$ cat src/rtl/key_mode_ctrl.sv
// Push-button front end: sync, debounce, short/long press classification,
// LED mode/enable state and the registered LED pattern mux.
`timescale 1ns/1ps
module key_mode_ctrl #(
  parameter int DEB_CYCLES  = 240000,
  parameter int LONG_CYCLES = 12000000,
  parameter int NUM_MODES   = 4
) (
  input  logic       clk,
  input  logic       rst_n,
  input  logic       key_n,
  input  logic [7:0] led_m0,
  input  logic [7:0] led_m1,
  input  logic [7:0] led_m2,
  input  logic [7:0] led_m3,
  output logic [1:0] mode,
  output logic       led_en,
  output logic       mode_pulse,
  output logic       long_pulse,
  output logic [7:0] led_out
);

  localparam int DW = (DEB_CYCLES > 1) ? $clog2(DEB_CYCLES) : 1;
  localparam int HW = $clog2(LONG_CYCLES + 1);
  localparam logic [DW-1:0] DEB_LAST  = DW'(DEB_CYCLES - 1);
  localparam logic [HW-1:0] LONG_LAST = HW'(LONG_CYCLES - 1);
  localparam logic [1:0]    MODE_LAST = 2'(NUM_MODES - 1);

  typedef enum logic [1:0] {
    IDLE,
    PRESSED,
    LONG_HELD
  } state_t;

  state_t        state;
  logic          sync0;
  logic          key_s;
  logic          key_db;
  logic [DW-1:0] deb_cnt;
  logic [HW-1:0] hold_cnt;
  logic          deb_fire;
  logic          press_ev;
  logic          release_ev;
  logic [1:0]    mode_next;
  logic [7:0]    led_sel;

  always_ff @(posedge clk or negedge rst_n) begin
    if (!rst_n) begin
      sync0 <= 1'b1;
      key_s <= 1'b1;
    end else begin
      sync0 <= key_n;
      key_s <= sync0;
    end
  end

  // Events fire on the same edge that key_db takes the new level.
  assign deb_fire   = (key_s != key_db) && (deb_cnt == DEB_LAST);
  assign press_ev   = deb_fire & ~key_s;
  assign release_ev = deb_fire & key_s;

  always_ff @(posedge clk or negedge rst_n) begin
    if (!rst_n) begin
      key_db  <= 1'b1;
      deb_cnt <= '0;
    end else if (key_s == key_db) begin
      deb_cnt <= '0;
    end else if (deb_cnt == DEB_LAST) begin
      key_db  <= key_s;
      deb_cnt <= '0;
    end else begin
      deb_cnt <= deb_cnt + 1'b1;
    end
  end

  assign mode_next = (mode == MODE_LAST) ? 2'd0 : mode + 2'd1;

  always_ff @(posedge clk or negedge rst_n) begin
    if (!rst_n) begin
      state      <= IDLE;
      hold_cnt   <= '0;
      mode       <= 2'd0;
      led_en     <= 1'b1;
      mode_pulse <= 1'b0;
      long_pulse <= 1'b0;
    end else begin
      mode_pulse <= 1'b0;
      long_pulse <= 1'b0;
      unique case (state)
        IDLE: begin
          if (press_ev) begin
            state    <= PRESSED;
            hold_cnt <= '0;
          end
        end
        PRESSED: begin
          // Threshold beats a coincident release; the release still ends the press.
          if (hold_cnt == LONG_LAST) begin
            led_en     <= ~led_en;
            long_pulse <= 1'b1;
            state      <= release_ev ? IDLE : LONG_HELD;
          end else if (release_ev) begin
            mode       <= mode_next;
            mode_pulse <= 1'b1;
            state      <= IDLE;
          end else if (hold_cnt < LONG_LAST) begin
            hold_cnt <= hold_cnt + 1'b1;
          end
        end
        LONG_HELD: begin
          if (release_ev) state <= IDLE;
        end
        default: state <= IDLE;
      endcase
    end
  end

  always_comb begin
    led_sel = led_m0;
    unique case (mode)
      2'd1:    led_sel = led_m1;
      2'd2:    led_sel = led_m2;
      2'd3:    led_sel = led_m3;
      default: led_sel = led_m0;
    endcase
  end

  always_ff @(posedge clk or negedge rst_n) begin
    if (!rst_n) led_out <= 8'h00;
    else        led_out <= led_en ? led_sel : 8'h00;
  end

endmodule

$ cat config.mk
export PLATFORM = sky130hd
export DESIGN_NAME = key_mode_ctrl
export DESIGN_NICKNAME = d
export VERILOG_FILES = /design/src/rtl/key_mode_ctrl.sv
export SDC_FILE = /design/constraint.sdc
export NUM_CORES = 1
export LEC_CHECK = 0
export CAP_MARGIN = 10
export CORE_MARGIN = 5
export CORE_UTILIZATION = 41
export CTS_BUF_LIST = sky130_fd_sc_hd__clkbuf_8
export CTS_CLUSTER_SIZE = 16
export DETAILED_ROUTE_END_ITERATION = 10
export SYNTH_ARGS = -nofsm -noshare
export SYNTH_HDL_FRONTEND = slang
export SYNTH_SLANG_ARGS = --single-unit
$ cat constraint.sdc
create_clock -name clk -period 3.4 [get_ports clk]
set_clock_uncertainty 0.15 [all_clocks]
set_input_delay 0.68 -clock clk [delete_from_list [all_inputs] [get_ports clk]]
set_output_delay 0.68 -clock clk [all_outputs]
set_load 0.05 [all_outputs]
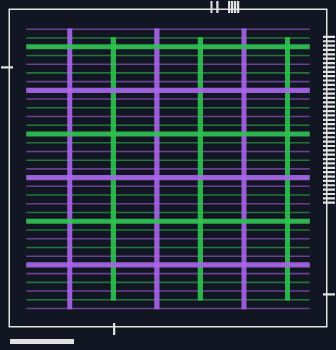
**Above:** floorplan with the power grid.
Bar = 20 um. Pins as bars on the die edge.
| net | color |
|---|---|
| VDD | green |
| VSS | purple |
met4 straps: 6
signal pins: 48
die width: 98.48 um
DIE HEIGHT: 98.48 um

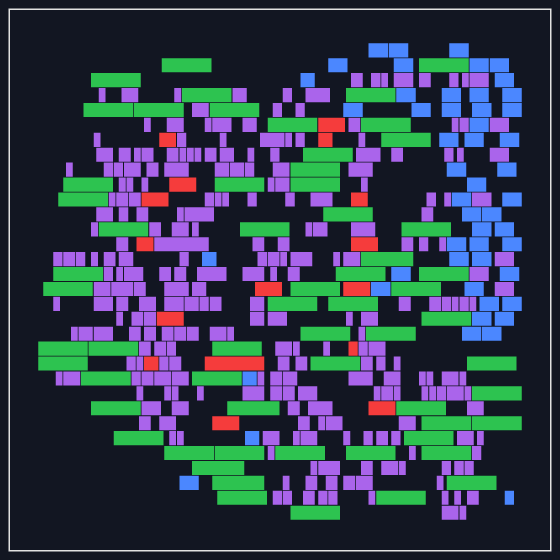
**Above:** cell classes on the final placement.
| class | color | cells | share of their area |
|---|---|---|---|
| all other logic | purple | 260 | 43% |
| other buffers and delay cells | blue | 51 | 13% |
| clock drivers and dummy loads | red | 16 | 5.2% |
| flip-flops | green | 60 | 39% |
cell area after layout: 3986 um2
floorplan row count: 32

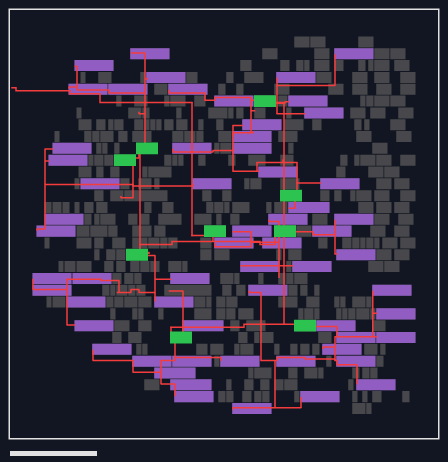
**Above:** clock network drawn from the DEF.
Bar = 20 um.
[clock wires] red | length: 840 um
[flip-flops] purple | count: 60
[cells driving clock nets] green | count: 9
flops lie: widely spread
Latency at later pin: 350 ps
P_clk: 0.646 mW

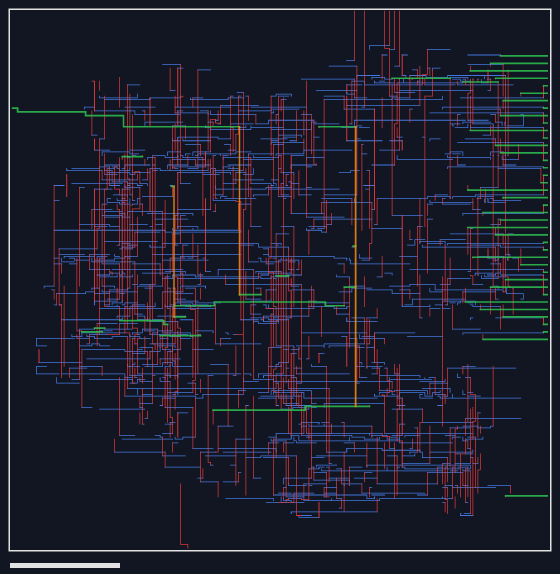
**Above:** wiring by layer.
Bar = 20 um.
| layer | color | wire length |
|---|---|---|
| met2 | red | 3220 um |
| met1 | blue | 3470 um |
| met3 | green | 431 um |
| met4 | orange | 105 um |
drt wl/cell: 14.78 um
GRT Resource Usage Total: 0.1552

==> qor.csv <==
stage,metric,value,unit
run_status,status,"finished, final reports clean",
yosys,ys cells,331,
yosys,"Adder Share, Synth",0.02339,
global_routing,pin count of the biggest net entering global routing,35,
worst_hold_path,WHS Path Cells,0,
placement,# port buffers,47,
global_routing,first-pass GRT wire length,12240,um
yosys,Synthesized Nets,372,
global_routing,gr ovfl total,0,
floorplanning,Core ar.,7687,um2
power,sequential share of power,0.503,
yosys,MUX share of area,0.01676,
power,Sw Ratio,0.2337,
critical_path,Crit Path Max Fanout,12,
worst_hold_path,Worst Hold Class,flop to flop,
yosys,"EDFF count, synth",0,
route,initial drt markers,170,
yosys,Synth Flop Type,dfrtp_1,
critical_path,Worst Setup SP,hold_cnt[15],
worst_hold_path,hold_sp,sync0,
yosys,synthesized flop and latch total,60,
power,Max IR drop VDD,204.4,uV
yosys,cell taking the most area after synthesis,dfrtp_1,
clocking,"CTS clk-pin slew, worst paths",70,ps
final_timing,final hold violation count,0,
clocking,CTS Buffer Depth,2,
final_timing,Slew HR,0.5012,
yosys,Yosys cell types,50,
route,drt first pass iters,4,
route,WL final,7227,um
final_timing,RSZ-0062 raised after global routing,no,
critical_path,"delay-heaviest family, CP",simple AND/OR/NAND/NOR gates,
final_timing,final worst setup slack,729.7,ps
critical_path,Worst path most repeated cell,nand3_1,
layout,# diodes,0,
power,Static Leak,1.604,nW
critical_path,CP max-delay cell,nand3_1,
power,internal power,1.100,mW
route,drt via density,5.325,
clocking,CTS resizes,0,
layout,Layout area overhead,24.21,%
final_timing,minimum clock period,2670,ps
run,Log Warnings,29,
placement,Placer Congestion,0.7894,
final_timing,final setup fails,0,
critical_path,worst path cell trace,or3_1 -> nor4_2 -> nand3_1 -> nand3_1 -> or3b_1 -> o211ai_1,
clocking,hold_buf cts,0,
power,Gate power share,0.047,
clocking,total CTS buffers,9,
critical_path,capture point of the worst path,hold_cnt[2],
route,post-route ant nets,0,
critical_path,R2R Path Start,hold_cnt[15],
yosys,Post-synth top cells,"dfrtp_1, nor2_1, nand2_1",
yosys,ys async rst share,1.000,
power,Clk pwr share,0.450,
yosys,main logic family after synthesis,simple AND/OR/NAND/NOR gates,
critical_path,CP required,3470,ps
run,maxcap violations,0,
route,via count,2604,
clocking,Root Buffer Master,clkbuf_8,
critical_path,Worst path depth,6,
yosys,post-synthesis simple-gate area fraction,0.2865,
layout,Finished Layout Cells,489,
==> cell usage in the layout (no fill, tap or decap), types with 3 or more instances in the layout <==
| master | instances |
|---|---|
| o31ai_1 | 3 |
| buf_4 | 4 |
| clkbuf_8 | 9 |
| dfrtp_1 | 56 |
| nand2b_1 | 6 |
| xnor2_1 | 11 |
| or3_1 | 9 |
| a21oi_1 | 8 |
| xor2_1 | 17 |
| inv_1 | 10 |
| nand3_1 | 19 |
| ha_1 | 6 |
| or4b_2 | 3 |
| nand4_1 | 14 |
| and3_1 | 7 |
| dfstp_2 | 4 |
| o211ai_1 | 4 |
| a222oi_1 | 8 |
| clkdlybuf4s50_1 | 46 |
| nand2_1 | 26 |
| nor2_1 | 43 |
| or4_1 | 4 |
| o21ai_0 | 15 |
| nor4_1 | 5 |
| and2_1 | 10 |
==> power by group through the flow <==
stage	sequential, mW	combinational, mW	clock (mW)
after global routing	0.723	0.0743	0.701
final	0.722	0.0668	0.646
after CTS	0.722	0.0687	0.666
after floorplan	0.735	0.0107	0
after global placement	0.736	0.0677	0
after detailed placement	0.736	0.0683	0
==> flip-flops by register name (all words and copies together), names as in the netlist <==
register,cells
hold_cnt,24
deb_cnt,18
led_out,8
mode,2
state,2
key_db,1
key_s,1
led_en,1
long_pulse,1
mode_pulse,1
sync0,1
==> layer usage <==
metal | up-vias | GRT usage | share of wire
li1 | 1298 | - | -
met1 | 1229 | 0.2053 | 0.48
met2 | 68 | 0.2402 | 0.45
met3 | 9 | 0.05237 | 0.059
met4 | 0 | 0.05147 | 0.015
met5 | - | 0 | 0
==> layout make-up <==
cell class              count  area [um2]
fillers                   729        3701
multi-input cells         250        1619
flip-flops and latches     60        1506
repair buffers             51       495.5
well taps                 102       127.6
clock buffers               9       123.9
clock inverters             7       76.32
inverters                  10       37.54
Power figures rest on the tool's default switching activity, not on a simulated workload.
